--- src/rtl/timer_counter.sv ---
// timer_counter: programmable down-counting timer feeding one CP0 HWInt line.
//
// Registers (word address on addr):
//   0 CTRL   : bit0 EN (count enable), bits2:1 MODE (1 = auto-reload, else one-shot),
//              bit3 IM (interrupt mask, 1 = irq allowed); other bits write-ignored, read 0
//   1 PRESET : reload value, R/W
//   2 COUNT  : current count, read-only
//   3        : reserved, reads 0, writes ignored
//
// Ports:
//   clk    in   1      rising-edge clock
//   reset  in   1      asynchronous active-low reset
//   addr   in   2      register select
//   we     in   1      write strobe, sampled on the rising edge
//   wdata  in   WIDTH  write data
//   rdata  out  WIDTH  combinational read of the selected register
//   irq    out  1      registered interrupt request (pend & IM)
module timer_counter #(
    parameter int unsigned WIDTH = 32
) (
    input  logic             clk,
    input  logic             reset,
    input  logic [1:0]       addr,
    input  logic             we,
    input  logic [WIDTH-1:0] wdata,
    output logic [WIDTH-1:0] rdata,
    output logic             irq
);

    localparam logic [WIDTH-1:0] CountOne = WIDTH'(1);

    typedef enum logic [1:0] {StIdle, StLoad, StCnt, StInt} state_e;

    state_e           state_q;
    logic             en_q;
    logic [1:0]       mode_q;
    logic             im_q;
    logic [WIDTH-1:0] preset_q;
    logic [WIDTH-1:0] count_q;
    logic             pend_q;
    logic             irq_q;

    logic wr_ctrl;
    logic wr_preset;
    logic one_shot;
    logic pend_set;
    logic pend_d;
    logic im_d;

    always_comb begin
        wr_ctrl   = we && (addr == 2'd0);
        wr_preset = we && (addr == 2'd1);
        // MODE values 2 and 3 fall back to one-shot behaviour.
        one_shot  = (mode_q != 2'd1);
        // Terminal count: COUNT of 1 or 0 both fire, so PRESET=0 acts as PRESET=1.
        pend_set  = (state_q == StCnt) && en_q && (count_q <= CountOne);
        im_d      = wr_ctrl ? wdata[3] : im_q;

        // A set always beats a clear landing on the same edge.
        pend_d = pend_q;
        if (pend_set) begin
            pend_d = 1'b1;
        end else if (pend_q && !one_shot) begin
            pend_d = 1'b0;
        end else if (pend_q && one_shot && (wr_ctrl || wr_preset)) begin
            pend_d = 1'b0;
        end
    end

    always_ff @(posedge clk or negedge reset) begin
        if (!reset) begin
            state_q  <= StIdle;
            en_q     <= 1'b0;
            mode_q   <= 2'd0;
            im_q     <= 1'b0;
            preset_q <= '0;
            count_q  <= '0;
            pend_q   <= 1'b0;
            irq_q    <= 1'b0;
        end else begin
            case (state_q)
                StIdle: begin
                    if (en_q) begin
                        state_q <= StLoad;
                    end
                end
                StLoad: begin
                    count_q <= preset_q;
                    state_q <= StCnt;
                end
                StCnt: begin
                    if (!en_q) begin
                        state_q <= StIdle;
                    end else if (count_q > CountOne) begin
                        count_q <= count_q - CountOne;
                    end else begin
                        count_q <= '0;
                        state_q <= StInt;
                    end
                end
                StInt: begin
                    if (one_shot) begin
                        en_q    <= 1'b0;
                        state_q <= StIdle;
                    end else begin
                        state_q <= en_q ? StLoad : StIdle;
                    end
                end
                default: state_q <= StIdle;
            endcase

            // Bus writes come last so they override the one-shot EN clear.
            if (wr_ctrl) begin
                en_q   <= wdata[0];
                mode_q <= wdata[2:1];
                im_q   <= wdata[3];
            end
            if (wr_preset) begin
                preset_q <= wdata;
            end

            pend_q <= pend_d;
            irq_q  <= pend_d & im_d;
        end
    end

    always_comb begin
        rdata = '0;
        case (addr)
            2'd0:    rdata[3:0] = {im_q, mode_q, en_q};
            2'd1:    rdata      = preset_q;
            2'd2:    rdata      = count_q;
            default: rdata      = '0;
        endcase
    end

    assign irq = irq_q;

endmodule

--- config.mk ---
export PLATFORM = sky130hd
export DESIGN_NAME = timer_counter
export DESIGN_NICKNAME = d
export VERILOG_FILES = /design/src/rtl/timer_counter.sv
export SDC_FILE = /design/constraint.sdc
export NUM_CORES = 1
export LEC_CHECK = 0
export ABC_AREA = 1
export CAP_MARGIN = 20
export CORE_MARGIN = 1
export CORE_UTILIZATION = 30
export CTS_BUF_LIST = sky130_fd_sc_hd__clkbuf_2
export CTS_CLUSTER_DIAMETER = 30
export DETAILED_ROUTE_END_ITERATION = 7
export PLACE_DENSITY = 0.52
export SLEW_MARGIN = 30
export SYNTH_ARGS = -nofsm -noshare
export SYNTH_HDL_FRONTEND = slang
export SYNTH_SLANG_ARGS = --single-unit
--- constraint.sdc ---
create_clock -name clk -period 1.95 [get_ports clk]
set_input_delay 0.195 -clock clk [delete_from_list [all_inputs] [get_ports clk]]
set_output_delay 0.195 -clock clk [all_outputs]
set_load 0.01 [all_outputs]
==> flow_metrics.tcl, run 1 <==
# yosys + openroad results
set metrics [dict create \
    power_frac_comb_pct 55.4 \
    drv_cap 0 \
    clk_latency_ns 0.55 \
    cts_tree "done" \
    comb_cells 492 \
    nNetsFinal 792 \
    grt_pass1_wl_mm 22.9 \
    top_cells_by_count "nand2_1, dfrtp_1, nor2_1" \
    antenna_found_initial 1 \
    p_total_mw 7.29 \
    top_layer "met4" \
    cp.arrival_ns 2.31 \
    layoutNonFillerInstCount 937 \
    comb_area_um2 2560 \
    place_area_um2 5770 \
    post_cts_buffers 10 \
    top_logic_kind "simple AND/OR/NAND/NOR gates" \
    drc 6 \
    final_max_slew_viol_count 0 \
    clock.fmax_ghz 0.539 \
    fill_cells 1524 \
    openroad.warnings 31 \
    yosys-top-cells-area "dfrtp_1, nand2_1, mux2_2" \
    cts_sinks 72 \
    fin_crit_sh_pct 95.1 \
    crit_path_frequent_cell "nand2_1" \
    root_buffer "clkbuf_2" \
    num_tap_cells 184 \
    aoi_share_pct 9.39 \
    dieArea_um2 15600 \
    wirelength_mm 14.6 \
    path_class "flop to flop" \
    p_leak_nw 2.95 \
    pwr_density_cell_nw_per_um2 1180 \
    crit_fanout 4 \
    holdWs_ns 0.178 \
    n_all_inverters 45 \
    synthXorXnorAreaFrac_pct 2.51 \
    endpoint "count_q[29]" \
    dp_hpwl_mm 10.1 \
    lay_top_count "nand2_1" \
    cts_resized 44 \
    clock_power_mw 0.824 \
    antennaDiodeCount 1 \
    p_seq_share_pct 33.3 \
    reg2reg_from "count_q[0]" \
    finalSetupTns_ns 0 \
    cp-startpoint "count_q[0]" \
    avgSynthCellArea_um2 7.16 \
    gp_congestion 0.893 \
    nonClkBufAreaFrac_pct 21.2 \
    rsz0062_at_grt "true" \
    hold_viol 0 \
    intPower_mw 3.95 \
    synthCells 633 \
    drive_gt1_share_pct 19.5 \
    lay_top_cells "nand2_1, dfrtp_1, nor2_1" \
    outcome "complete, but fails checks" \
    num_rows 44 \
    clkTransAtPathRegs_ns 0.19 \
    period_minus_slack_ns 1.85 \
    dp_cells 903 \
    reg2reg_slack_ns 0.1 \
    met1Wirelength_mm 6.92 \
    p_switching_mw 3.34 \
    finClkSkew_ns 0.0212 \
    holdBufCountCts 1 \
    async_flop_share_pct 100 \
    setup_ws_ns 0.0958 \
    die_h_um 125 \
    setup_viol 0 \
    seq_area_share_pct 29.3 \
    required_ns 2.40 \
    pg_seq_mw 2.43 \
    sh_comb_area_pct 41.4 \
    yosysCellCount 633 \
    failed_checks "design-rule violations" \
    grt_start_max_net_pins 73 \
    gr-total-overflow 0 \
    maxPowerGroup "combinational cells" \
    critPathLaunchType "flop" \
    n_clock_buffer 9 \
    crit_path_end_kind "flop" \
    ff_count 72 \
    buffers 129 \
    ir_drop_v 0.000358 \
    dpl_worst_slack_ns -0.429 \
    largest_cell_class "multi-input combinational cells" \
    switching_share_pct 45.8 \
    worstHoldPathType "input pin to async pin" \
    critPathTopFamily "simple AND/OR/NAND/NOR gates" \
    drtPass1Iterations 7 \
    grt_util_met3_pct 2.58 \
    met2_length_mm 6.69 \
    area_delta_synth_final_pct 36.2 \
    htree_levels 3 \
    grt_pass1_vias 4350 \
    dr_total_vias 4511 \
    crit_cells 11 \
    path_buffers 2 \
    postLayoutCellArea_um2 6170 \
    max_stage_delay_ns 0.43 \
    most_common_cell "nand2_1" \
    ff2ff_path_depth 11 \
    tightest_slew_ns 0.405 \
    cts_buffer_depth 2 \
    largestRegisters "count_q x32, preset_q x32" \
    register_area_um2 1810 \
]
==> run_1/util_map.png <==
Bar = 20 um. The die is cut into 12 by 12 equal tiles; black is low, pale yellow is high, 0 to 100% covered.
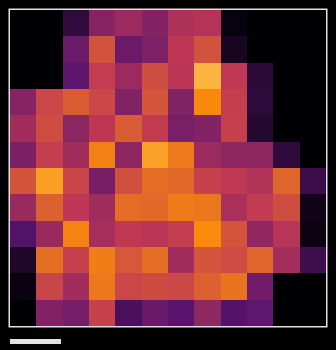
- nearly empty tiles: 17%
- mean over tiles: 38%
- tiles over 75% full: 2.1%
post-layout util: 42.1%
Core Footprint: 14600 um^2
FP Core Util: 30.9%

==> run_1/congestion_map.png <==
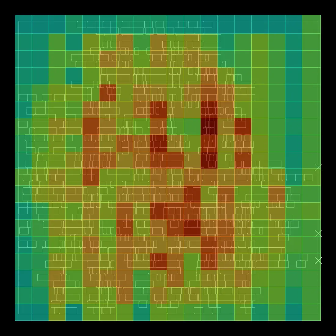
GR Util met2: 30.5%
GR peak layer: met2
GR Util met1: 26.0%

==> run_1/port_trees.png <==
Bar = 20 um.
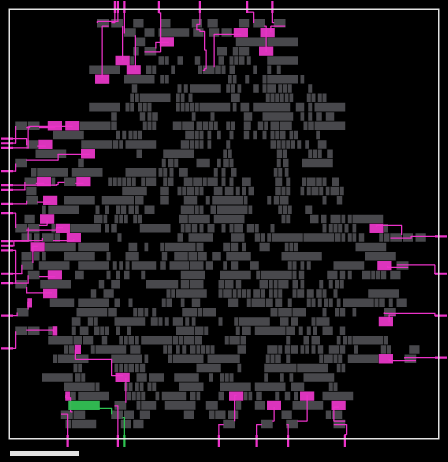
- irq: green (direction output; end cells 1; buffers 1; wire 11.4 um)
- wdata: magenta (direction input; end cells 33; buffers 32; wire 543 um)
I/O pin count: 70
I/O Buffers: 69

==> run 2: changes to the inputs <==
--- a/config.mk
+++ b/config.mk
@@ -6,6 +6,7 @@
 export NUM_CORES = 1
 export LEC_CHECK = 0
 export ABC_AREA = 1
+export ABC_CLOCK_PERIOD_IN_PS = 1950
 export CAP_MARGIN = 20
 export CORE_MARGIN = 1
 export CORE_UTILIZATION = 30
==> run_2/class_map.png <==
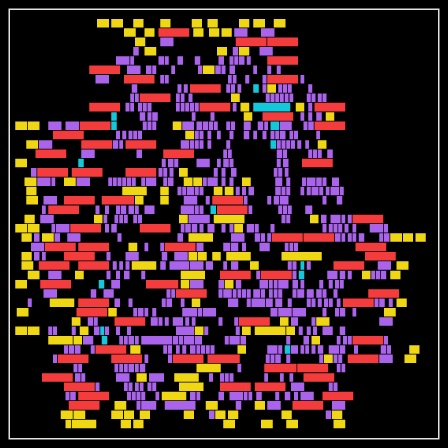
- clock drivers and dummy loads: cyan (cells 14)
- registers: red (cells 72)
- remaining logic cells: purple (cells 537)
- remaining buffers and delay cells: yellow (cells 129)
final instance area: 6170 um^2
flop share of the area: 29.3%
Rows: 44

==> run 2 against run 1 <==
  * Utilization is the same
  * Largest power group unchanged
  * Synthesized cell count did not move
  * Count of clock-buffer cells in the layout did not move
  * The flow still finishes with violations (design-rule violations)
==> flow_metrics.tcl, run 2 <==
# yosys + openroad results
set metrics [dict create \
    outcome "complete, but fails checks" \
    failed_checks "design-rule violations" \
    fill_cells 1524 \
    drc 6 \
    grt_pass1_wl_mm 22.9 \
    port_buffers 69 \
    top_logic_kind "simple AND/OR/NAND/NOR gates" \
    reg2reg_slack_ns 0.1 \
    aoi_share_pct 9.39 \
    lay_top_count "nand2_1" \
    tightest_slew_ns 0.405 \
    async_flop_share_pct 100 \
    antenna_found_initial 1 \
    antennaDiodeCount 1 \
    dp_cells 903 \
    met2_length_mm 6.69 \
    drive_gt1_share_pct 19.5 \
    root_buffer "clkbuf_2" \
    intPower_mw 3.95 \
    clkTransAtPathRegs_ns 0.19 \
    holdBufCountCts 1 \
    n_all_inverters 45 \
    io_pins 70 \
    worstHoldPathType "input pin to async pin" \
    finalSetupTns_ns 0 \
    pg_seq_mw 2.43 \
    holdWs_ns 0.178 \
    crit_fanout 4 \
    clock_power_mw 0.824 \
    hold_viol 0 \
    grt_start_max_net_pins 73 \
    post_cts_buffers 10 \
    finClkSkew_ns 0.0212 \
    rsz0062_at_grt "true" \
    grt_util_met3_pct 2.58 \
    path_buffers 2 \
    p_total_mw 7.29 \
    p_seq_share_pct 33.3 \
    met1Wirelength_mm 6.92 \
    cts_sinks 72 \
    synthXorXnorAreaFrac_pct 2.51 \
    register_area_um2 1810 \
    gr-total-overflow 0 \
    most_common_cell "nand2_1" \
    crit_cells 11 \
    top_cells_by_count "nand2_1, dfrtp_1, nor2_1" \
    coreArea_um2 14600 \
    drv_cap 0 \
    p_switching_mw 3.34 \
    num_tap_cells 184 \
    critPathLaunchType "flop" \
    layoutNonFillerInstCount 937 \
    synthCells 633 \
    comb_area_um2 2560 \
    setup_viol 0 \
    sh_comb_area_pct 41.4 \
    critPathTopFamily "simple AND/OR/NAND/NOR gates" \
    drtPass1Iterations 7 \
    place_area_um2 5770 \
    required_ns 2.40 \
    cts_buffer_depth 2 \
    cp.arrival_ns 2.31 \
    switching_share_pct 45.8 \
    dr_total_vias 4511 \
    nonClkBufAreaFrac_pct 21.2 \
]
==> run_2/port_trees.png <==
Bar = 20 um.
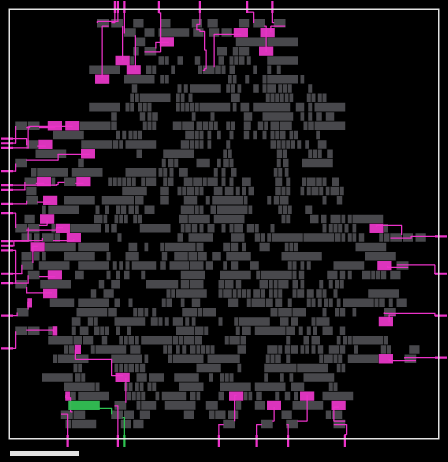
- wdata: magenta (direction input; end cells 33; buffers 32; wire 543 um)
- irq: green (direction output; end cells 1; buffers 1; wire 11.4 um)

==> run 3: changes to the inputs <==
--- a/config.mk
+++ b/config.mk
@@ -8,7 +8,7 @@
 export ABC_AREA = 1
 export ABC_CLOCK_PERIOD_IN_PS = 1950
 export CAP_MARGIN = 20
-export CORE_MARGIN = 1
+export CORE_MARGIN = 2
 export CORE_UTILIZATION = 30
 export CTS_BUF_LIST = sky130_fd_sc_hd__clkbuf_2
 export CTS_CLUSTER_DIAMETER = 30
==> run_3/congestion_map.png <==
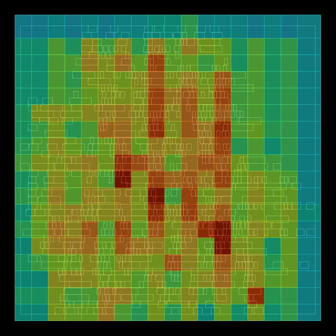
M3 GR Usage: 2.70%
average routed wire per standard cell: 15.0 um
GR Util met1: 24.8%
gr usage total: 17.9%
GR Util met2: 28.3%

==> run 3 against run 2 <==
  * The flow now finishes without violations
  * Cell area is 2.4% lower
  * Sequential share of layout area increased by 0.70 points
  * Via count decreased by 2.9%
  * Worst setup slack better by 0.019 ns
  * Clock skew is 0.011 ns higher
  * Clock power fell by 4.6%
  * Critical path type unchanged
  * Highest routed layer unchanged
==> flow_metrics.tcl, run 3 <==
# yosys + openroad results
set metrics [dict create \
    outcome "completed" \
    yosys-top-cells-area "dfrtp_1, nand2_1, mux2_2" \
    drtPass1Iterations 5 \
    finalSetupTns_ns 0 \
    met1Wirelength_mm 6.61 \
    grt_start_max_net_pins 47 \
    lay_top_cells "nand2_1, dfrtp_1, nor2_1" \
    synthXorXnorAreaFrac_pct 2.51 \
    antennaDiodeCount 1 \
    num_tap_cells 184 \
    crit_path_end_kind "flop" \
    async_flop_share_pct 100 \
    switching_share_pct 45.6 \
    nonClkBufAreaFrac_pct 20.0 \
    antenna_found_initial 1 \
    power_frac_comb_pct 54.3 \
    hold_viol 0 \
    postLayoutCoreUtil_pct 41.1 \
    clock.fmax_ghz 0.545 \
    dr_total_vias 4379 \
    edf_count 0 \
    cp.arrival_ns 2.30 \
    pwr_density_cell_nw_per_um2 1160 \
    final_max_slew_viol_count 0 \
    cts_buffer_depth 2 \
    aoi_share_pct 9.39 \
    drc 0 \
    dieWidth_um 127 \
    p_total_mw 7.01 \
    busiest_layer "met2" \
    gr-total-overflow 0 \
    crit_cells 9 \
    setup_viol 0 \
    comb_cells 492 \
    clkTransAtPathRegs_ns 0.21 \
    dieArea_um2 16100 \
    adder_share_pct 1.66 \
    endpoint "count_q[8]" \
    sh_comb_area_pct 42.0 \
    finClkSkew_ns 0.0326 \
    critPathLaunchType "flop" \
    lay_top_count "nand2_1" \
    cts_tree "done" \
    wirelength_mm 13.9 \
    holdWs_ns 0.158 \
    p_seq_share_pct 34.5 \
    drv_cap 0 \
    post_cts_buffers 8 \
    crit_fanout 12 \
    coreArea_um2 14600 \
    cts_sinks 72 \
    fill_cells 1537 \
    reg2reg_from "count_q[6]" \
    max_stage_delay_ns 0.49 \
    buffers 124 \
    n_all_inverters 45 \
    dp_hpwl_mm 10.2 \
    ff_type "dfrtp_1" \
    gp_congestion 0.893 \
    io_pins 70 \
    avgSynthCellArea_um2 7.16 \
    drive_gt1_share_pct 18.0 \
    ff2ff_path_depth 9 \
    openroad.warnings 32 \
    most_common_cell "nand2_1" \
    maxPowerGroup "combinational cells" \
    met2_length_mm 6.40 \
    grt_pass1_vias 4419 \
    cts_inserted_buffers 9 \
    rsz0062_at_grt "false" \
    root_buffer "clkbuf_2" \
    nNetsFinal 787 \
    register_area_um2 1810 \
    ant_nets 0 \
    largest_cell_class "multi-input combinational cells" \
    yosysTopAreaCellShare_pct 39.8 \
    synthCells 633 \
    worstHoldPathType "input pin to async pin" \
    reg2reg_slack_ns 0.11 \
    path_buffers 1 \
    p_switching_mw 3.20 \
    postLayoutCellArea_um2 6020 \
    top_layer "met4" \
    seq_area_share_pct 30.0 \
    die_h_um 127 \
    n_clock_buffer 9 \
    dpl_worst_slack_ns -0.279 \
    ir_drop_v 0.000454 \
    largestRegisters "count_q x32, preset_q x32" \
    htree_levels 3 \
    layoutNonFillerInstCount 930 \
    ys_warn_count 0 \
    period_minus_slack_ns 1.84 \
    clk_latency_ns 0.55 \
    tightest_slew_ns 0.360 \
    syn-num-nets 676 \
    crit_path_frequent_cell "nand2_1" \
    p_leak_nw 2.89 \
    area_delta_synth_final_pct 32.9 \
    holdBufCountCts 2 \
    comb_area_um2 2530 \
    critPathTopFamily "simple AND/OR/NAND/NOR gates" \
    path_class "flop to flop" \
    clock_power_mw 0.786 \
    initCoreUtil_pct 30.9 \
    via_per_inst 4.71 \
    intPower_mw 3.81 \
    top_cells_by_count "nand2_1, dfrtp_1, nor2_1" \
    dp_cells 901 \
    simple_gate_share_pct 33.1 \
    first_iter_violations 292 \
    fin_crit_sh_pct 94.1 \
    pg_seq_mw 2.42 \
    required_ns 2.41 \
    numSynthFlops 72 \
    p_comb_mw 3.81 \
    place_area_um2 5730 \
    cp-startpoint "count_q[6]" \
    top_logic_kind "simple AND/OR/NAND/NOR gates" \
    cts_resized 41 \
    yosysTopAreaCell "dfrtp_1" \
    num_rows 44 \
    clkPwrFrac_pct 11.2 \
    yosysCellCount 633 \
    setup_ws_ns 0.114 \
    grt_pass1_wl_mm 22.6 \
    ff_count 72 \
    port_buffers 69 \
]
==> run_3/port_trees.png <==
Bar = 50 um.
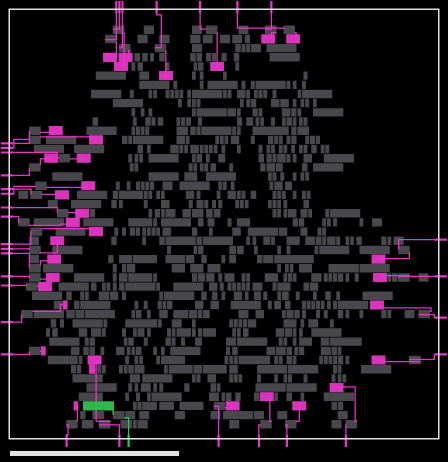
- irq: green (direction output; end cells 1; buffers 1; wire 8.70 um)
- wdata: magenta (direction input; end cells 33; buffers 32; wire 542 um)

No activity file was given, so power comes from the tool's default toggle rates.
